$ cat config.mk
export PLATFORM = sky130hd
export DESIGN_NAME = alu_pipe_resp
export DESIGN_NICKNAME = d
export VERILOG_FILES = /design/src/rtl/alu_pipe_pkg.sv /design/src/rtl/alu_pipe_stage.sv /design/src/rtl/alu_pipe_resp.sv
export SDC_FILE = /design/constraint.sdc
export NUM_CORES = 1
export LEC_CHECK = 0
export CAP_MARGIN = 20
export CORE_MARGIN = 8
export CORE_UTILIZATION = 53
export DETAILED_ROUTE_END_ITERATION = 6
export MAX_ROUTING_LAYER = met4
export PLACE_DENSITY = 0.76
export SLEW_MARGIN = 20
export SYNTH_ARGS = -nofsm -noshare
export SYNTH_HDL_FRONTEND = slang
export SYNTH_SLANG_ARGS = --single-unit
export TNS_END_PERCENT = 5
$ cat constraint.sdc
create_clock -name clk -period 4.7 [get_ports clk]
set_input_delay 0.705 -clock clk [delete_from_list [all_inputs] [get_ports clk]]
set_output_delay 0.705 -clock clk [all_outputs]
set_load 0.03 [all_outputs]
$ cat src/rtl/alu_pipe_pkg.sv
// alu_pipe_pkg: shared types and default widths for the ALU responder pipeline.
//   alu_sel_e   : opcode encoding carried on in_sel / out_sel.
//   stage_t     : reference view of one pipeline slot at the default width.
//   DefaultDwidth / DefaultCntw : default operand and counter widths.
package alu_pipe_pkg;

    localparam int unsigned DefaultDwidth = 32;
    localparam int unsigned DefaultCntw   = 16;

    typedef enum logic [1:0] {
        ADD = 2'b00,
        SUB = 2'b01,
        AND = 2'b10,
        OR  = 2'b11
    } alu_sel_e;

    typedef struct packed {
        logic                     valid;
        alu_sel_e                 sel;
        logic [DefaultDwidth-1:0] op1;
        logic [DefaultDwidth-1:0] op2;
        logic [DefaultDwidth-1:0] res;
    } stage_t;

endpackage

$ cat src/rtl/alu_pipe_stage.sv
// alu_pipe_stage: generic valid/ready register slice that holds its contents on stall.
// Ports:
//   clk, reset (sync, active-low)
//   in_valid / in_ready / in_data    : upstream side; in_ready means this slice advances
//   out_valid / out_ready / out_data : downstream side
module alu_pipe_stage #(
    parameter int unsigned Width = 8
) (
    input  logic             clk,
    input  logic             reset,
    input  logic             in_valid,
    output logic             in_ready,
    input  logic [Width-1:0] in_data,
    output logic             out_valid,
    input  logic             out_ready,
    output logic [Width-1:0] out_data
);

    logic             valid_q;
    logic [Width-1:0] data_q;

    // The slice advances when empty or when its contents move on this edge.
    always_comb begin
        in_ready  = !valid_q || out_ready;
        out_valid = valid_q;
        out_data  = data_q;
    end

    always_ff @(posedge clk) begin
        if (!reset) begin
            valid_q <= 1'b0;
            data_q  <= '0;
        end else if (in_ready) begin
            valid_q <= in_valid;
            // Payload only loads with a real transaction; idle inputs are ignored.
            if (in_valid) begin
                data_q <= in_data;
            end
        end
    end

endmodule

$ cat src/rtl/alu_pipe_resp.sv
// alu_pipe_resp: responder for the ALU stimulus interface. Transactions pass through three
// slices: S1 (operands), S2 (result), S3 (output register). A counter tracks completed
// output handshakes.
// Macro ALU_FLAGS_EN adds registered out_zero / out_carry outputs.
// Ports:
//   clk, reset (sync, active-low)
//   in_valid, in_ready, in_sel, in_op1, in_op2 : request side
//   out_valid, out_ready, out_res, out_sel      : response side
//   done_cnt                                    : completed handshakes, wraps
//   out_zero, out_carry                         : only with ALU_FLAGS_EN
module alu_pipe_resp
    import alu_pipe_pkg::*;
#(
    parameter int unsigned DWIDTH = DefaultDwidth,
    parameter int unsigned CNTW   = DefaultCntw
) (
    input  logic              clk,
    input  logic              reset,
    input  logic              in_valid,
    output logic              in_ready,
    input  logic [1:0]        in_sel,
    input  logic [DWIDTH-1:0] in_op1,
    input  logic [DWIDTH-1:0] in_op2,
    output logic              out_valid,
    input  logic              out_ready,
    output logic [DWIDTH-1:0] out_res,
    output logic [1:0]        out_sel,
    output logic [CNTW-1:0]   done_cnt
`ifdef ALU_FLAGS_EN
    ,
    output logic              out_zero,
    output logic              out_carry
`endif
);

    localparam int unsigned S1W = 2 + 2 * DWIDTH;
`ifdef ALU_FLAGS_EN
    localparam int unsigned S2W = 2 + DWIDTH + 1;
    localparam int unsigned S3W = 2 + DWIDTH + 2;
`else
    localparam int unsigned S2W = 2 + DWIDTH;
    localparam int unsigned S3W = 2 + DWIDTH;
`endif

    logic             s1_ready, s1_valid;
    logic             s2_ready, s2_valid;
    logic             s3_ready;
    logic [S1W-1:0]   s1_data;
    logic [S2W-1:0]   s2_in, s2_data;
    logic [S3W-1:0]   s3_in, s3_data;

    logic [1:0]        s1_sel;
    logic [DWIDTH-1:0] s1_op1, s1_op2, alu_res;
    logic [1:0]        s2_sel;
    logic [DWIDTH-1:0] s2_res;
    logic [CNTW-1:0]   done_cnt_q;

    alu_pipe_stage #(.Width(S1W)) u_s1 (
        .clk       (clk),
        .reset     (reset),
        .in_valid  (in_valid),
        .in_ready  (s1_ready),
        .in_data   ({in_sel, in_op1, in_op2}),
        .out_valid (s1_valid),
        .out_ready (s2_ready),
        .out_data  (s1_data)
    );

    assign s1_sel = s1_data[S1W-1 -: 2];
    assign s1_op1 = s1_data[S1W-3 -: DWIDTH];
    assign s1_op2 = s1_data[DWIDTH-1:0];

    // Result is modulo 2^DWIDTH; SUB wraps in two's complement.
    always_comb begin
        alu_res = '0;
        unique case (alu_sel_e'(s1_sel))
            ADD: alu_res = s1_op1 + s1_op2;
            SUB: alu_res = s1_op1 - s1_op2;
            AND: alu_res = s1_op1 & s1_op2;
            OR:  alu_res = s1_op1 | s1_op2;
        endcase
    end

`ifdef ALU_FLAGS_EN
    logic alu_carry;
    logic s2_carry;

    // ADD carries out iff the truncated sum wrapped below op1; SUB reports NOT-borrow.
    always_comb begin
        alu_carry = 1'b0;
        unique case (alu_sel_e'(s1_sel))
            ADD:     alu_carry = (alu_res < s1_op1);
            SUB:     alu_carry = (s1_op1 >= s1_op2);
            default: alu_carry = 1'b0;
        endcase
    end

    assign s2_in    = {s1_sel, alu_res, alu_carry};
    assign s2_sel   = s2_data[S2W-1 -: 2];
    assign s2_res   = s2_data[S2W-3 -: DWIDTH];
    assign s2_carry = s2_data[0];
    assign s3_in    = {s2_sel, s2_res, s2_carry, (s2_res == '0)};
    assign out_carry = s3_data[1];
    assign out_zero  = s3_data[0];
`else
    assign s2_in  = {s1_sel, alu_res};
    assign s2_sel = s2_data[S2W-1 -: 2];
    assign s2_res = s2_data[DWIDTH-1:0];
    assign s3_in  = {s2_sel, s2_res};
`endif

    alu_pipe_stage #(.Width(S2W)) u_s2 (
        .clk       (clk),
        .reset     (reset),
        .in_valid  (s1_valid),
        .in_ready  (s2_ready),
        .in_data   (s2_in),
        .out_valid (s2_valid),
        .out_ready (s3_ready),
        .out_data  (s2_data)
    );

    alu_pipe_stage #(.Width(S3W)) u_s3 (
        .clk       (clk),
        .reset     (reset),
        .in_valid  (s2_valid),
        .in_ready  (s3_ready),
        .in_data   (s3_in),
        .out_valid (out_valid),
        .out_ready (out_ready),
        .out_data  (s3_data)
    );

    assign out_sel = s3_data[S3W-1 -: 2];
    assign out_res = s3_data[S3W-3 -: DWIDTH];

    // Combinational through the stall chain; held low while reset is asserted.
    assign in_ready = reset && s1_ready;

    always_ff @(posedge clk) begin
        if (!reset) begin
            done_cnt_q <= '0;
        end else if (out_valid && out_ready) begin
            done_cnt_q <= done_cnt_q + CNTW'(1);
        end
    end

    assign done_cnt = done_cnt_q;

endmodule

Fig. 1: PDN straps and rails
Pins as bars on the die edge. Tap cells in gray.
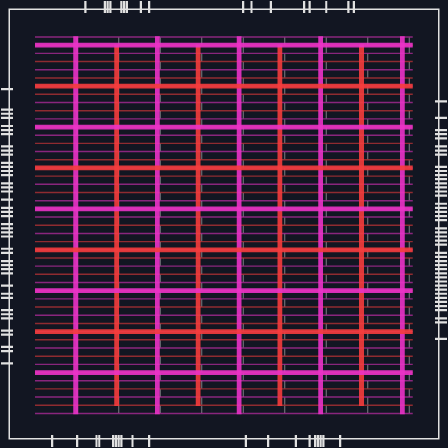
Key: red = VDD; magenta = VSS
9 straps on met5. 216 tap cells.

Fig. 2: hierarchy map of the flops
Other sequential cells in the stronger gray, the rest of the logic in the fainter gray.
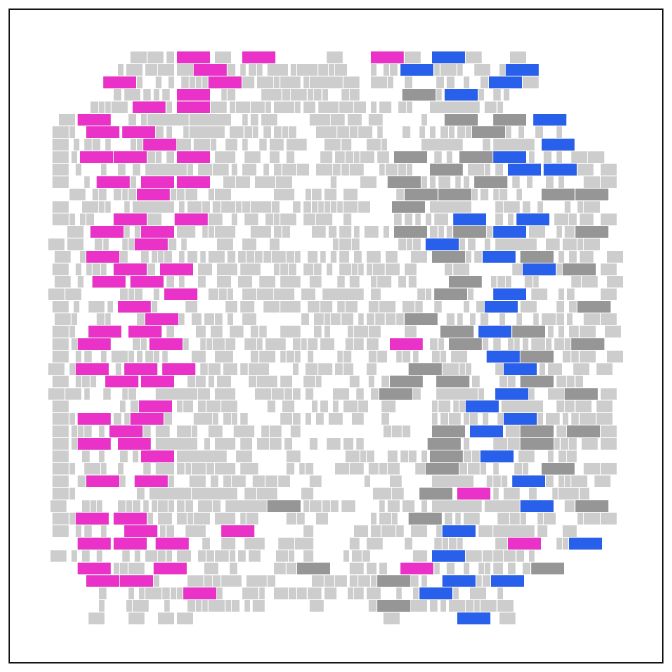
Key: blue = u_s3 [flops 35, where a column on the right]; magenta = u_s1 [flops 67, where a column on the left]
Another 51 sequential cells are not colored.

Fig. 3: routing congestion map
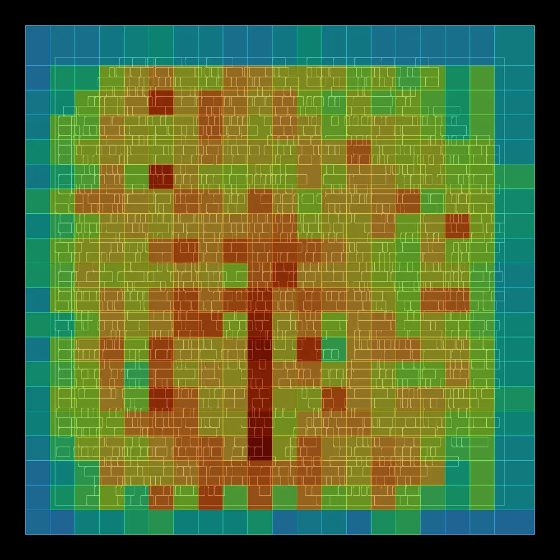
Util after Layout: 0.662
met1 routing resource usage after global routing: 0.330
routed wirelength normalized by instance count: 15.9 um
Global Route Usage Sum: 0.230

Fig. 4: sequential cells grouped by signal name
Other sequential cells in the stronger gray, the rest of the logic in the fainter gray.
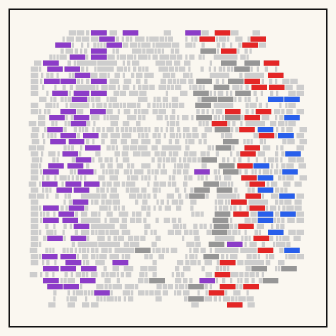
Key: purple = u_s1.out_data [flops 66, where a column on the left]; red = u_s3.out_data [flops 34, where a column on the right]; blue = done_cnt [flops 16, where middle right]
register share of the cell area: 0.295
FF+latch area: 3060 um2
sequential power: 1.42 mW

Fig. 5: clock wires, drivers and flops
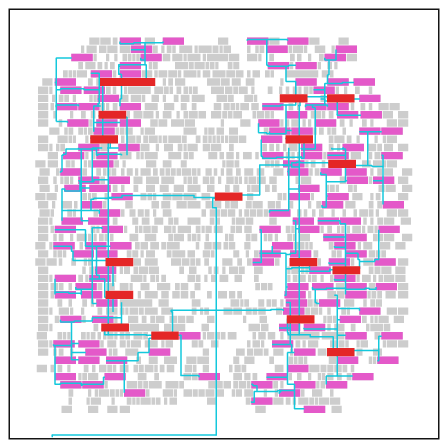
Key: cyan = clock wires [length 1830 um]; magenta = flip-flops [count 153]; red = clock-net drivers [count 17]
There are 18 routed clock nets.

state kept, by name (all words and copies together) (netlist names):
signal / cells
u_s3.out_data: 34
u_s3.out_valid: 1
u_s1.out_data: 66
u_s1.out_valid: 1
u_s2.out_valid: 1
u_s2.out_data: 34
done_cnt: 16
final cells by class:
cell class                      instances  share of cell area
Multi-Input combinational cell        874               0.487
Sequential cell                       153               0.295
Timing Repair Buffer                  136               0.127
Clock buffer                           17              0.0409
Tap cell                              216              0.0260
Clock inverter                         15              0.0183
Inverter                               15             0.00565
power by group through the flow:
stage	clock [mW]	combinational (mW)	sequential, mW
2_1_floorplan	0	0.498	1.43
3_3_place_gp	0	0.683	1.44
3_5_place_dp	0	0.688	1.45
4_1_cts	1.45	0.694	1.42
5_1_grt	1.50	0.775	1.43
6_report	1.42	0.700	1.42
placed cells by master, fill, tap and decap left out, types with 8 or more instances in the layout:
cell type                           n
sky130_fd_sc_hd__dfxtp_1          153
sky130_fd_sc_hd__o211ai_1          14
sky130_fd_sc_hd__a21oi_1          169
sky130_fd_sc_hd__ha_1              35
sky130_fd_sc_hd__o21ai_0           58
sky130_fd_sc_hd__nor2_1            54
sky130_fd_sc_hd__and3_1             8
sky130_fd_sc_hd__nand2_1          268
sky130_fd_sc_hd__a211oi_1          10
sky130_fd_sc_hd__maj3_1            18
sky130_fd_sc_hd__clkdlybuf4s50_1  121
sky130_fd_sc_hd__xor2_1            31
sky130_fd_sc_hd__xnor2_1           29
sky130_fd_sc_hd__a21o_1            21
sky130_fd_sc_hd__or3_1             10
sky130_fd_sc_hd__buf_4             15
sky130_fd_sc_hd__nor3_1             9
sky130_fd_sc_hd__clkbuf_16         17
sky130_fd_sc_hd__nand3_1           18
sky130_fd_sc_hd__nand4_1           11
sky130_fd_sc_hd__inv_1             14
==> flow_summary.json <==
{
  "crit_cells": 16,
  "critical_path_class": "register to register",
  "cts_post_setup_buffers_inserted": 0,
  "synth.cell_area_um2": 8450,
  "ys_cells": 1115,
  "post-layout-total-power_mw": 3.54,
  "p_switching_mw": 1.03,
  "synth_sequential_area_ratio": 0.363,
  "final_cells": 1426,
  "grt_pass1_vias": 7289,
  "powerDensity_nw_per_um2": 341,
  "arr_time_crit_path_ps": 4700,
  "vdd_drop_max_v": 0.000261,
  "synth-edff-count": 0,
  "yosysWarnings": 0,
  "drt_iter0_markers": 589,
  "post-place-cells": 1394,
  "hold_violations": 0,
  "boundaryPins": 122,
  "io_buffers": 121,
  "die_height_um": 142,
  "die_area_um2": 20200,
  "timing_startpoint_of_the_critical_path": "u_s1.out_data[2]",
  "most_common_cell": "sky130_fd_sc_hd__nand2_1",
  "gr-usage-met2": 0.323,
  "h-tree-depth": 4,
  "worstHoldPathType": "register to register",
  "reg2reg_slack_ps": 310,
  "run_status": "finished clean",
  "timing.final.ws_setup_ps": 314,
  "simple_gate_area_frac": 0.221,
  "synth_cell_type_count": 61,
  "worst_hold_startpoint": "u_s2.out_data[23]",
  "fin_hold_ws_ps": 446,
  "dp_hpwl_mm": 16.2,
  "setup_viol_count_final": 0,
  "initial_antenna_violation_count": 0,
  "clock_insertion_delay_worst_skew_ps": 420,
  "finalSetupTns_ps": 0,
  "intPower_mw": 2.51,
  "rr_worst_depth": 16,
  "die_width_um": 142,
  "placed_cell_area_um2": 9780,
  "critPathTopFamily": "simple AND/OR/NAND/NOR gates",
  "critical_register_to_register_path_endpoint": "u_s2.out_data[27]"
}
Power and IR drop assume default switching activity.
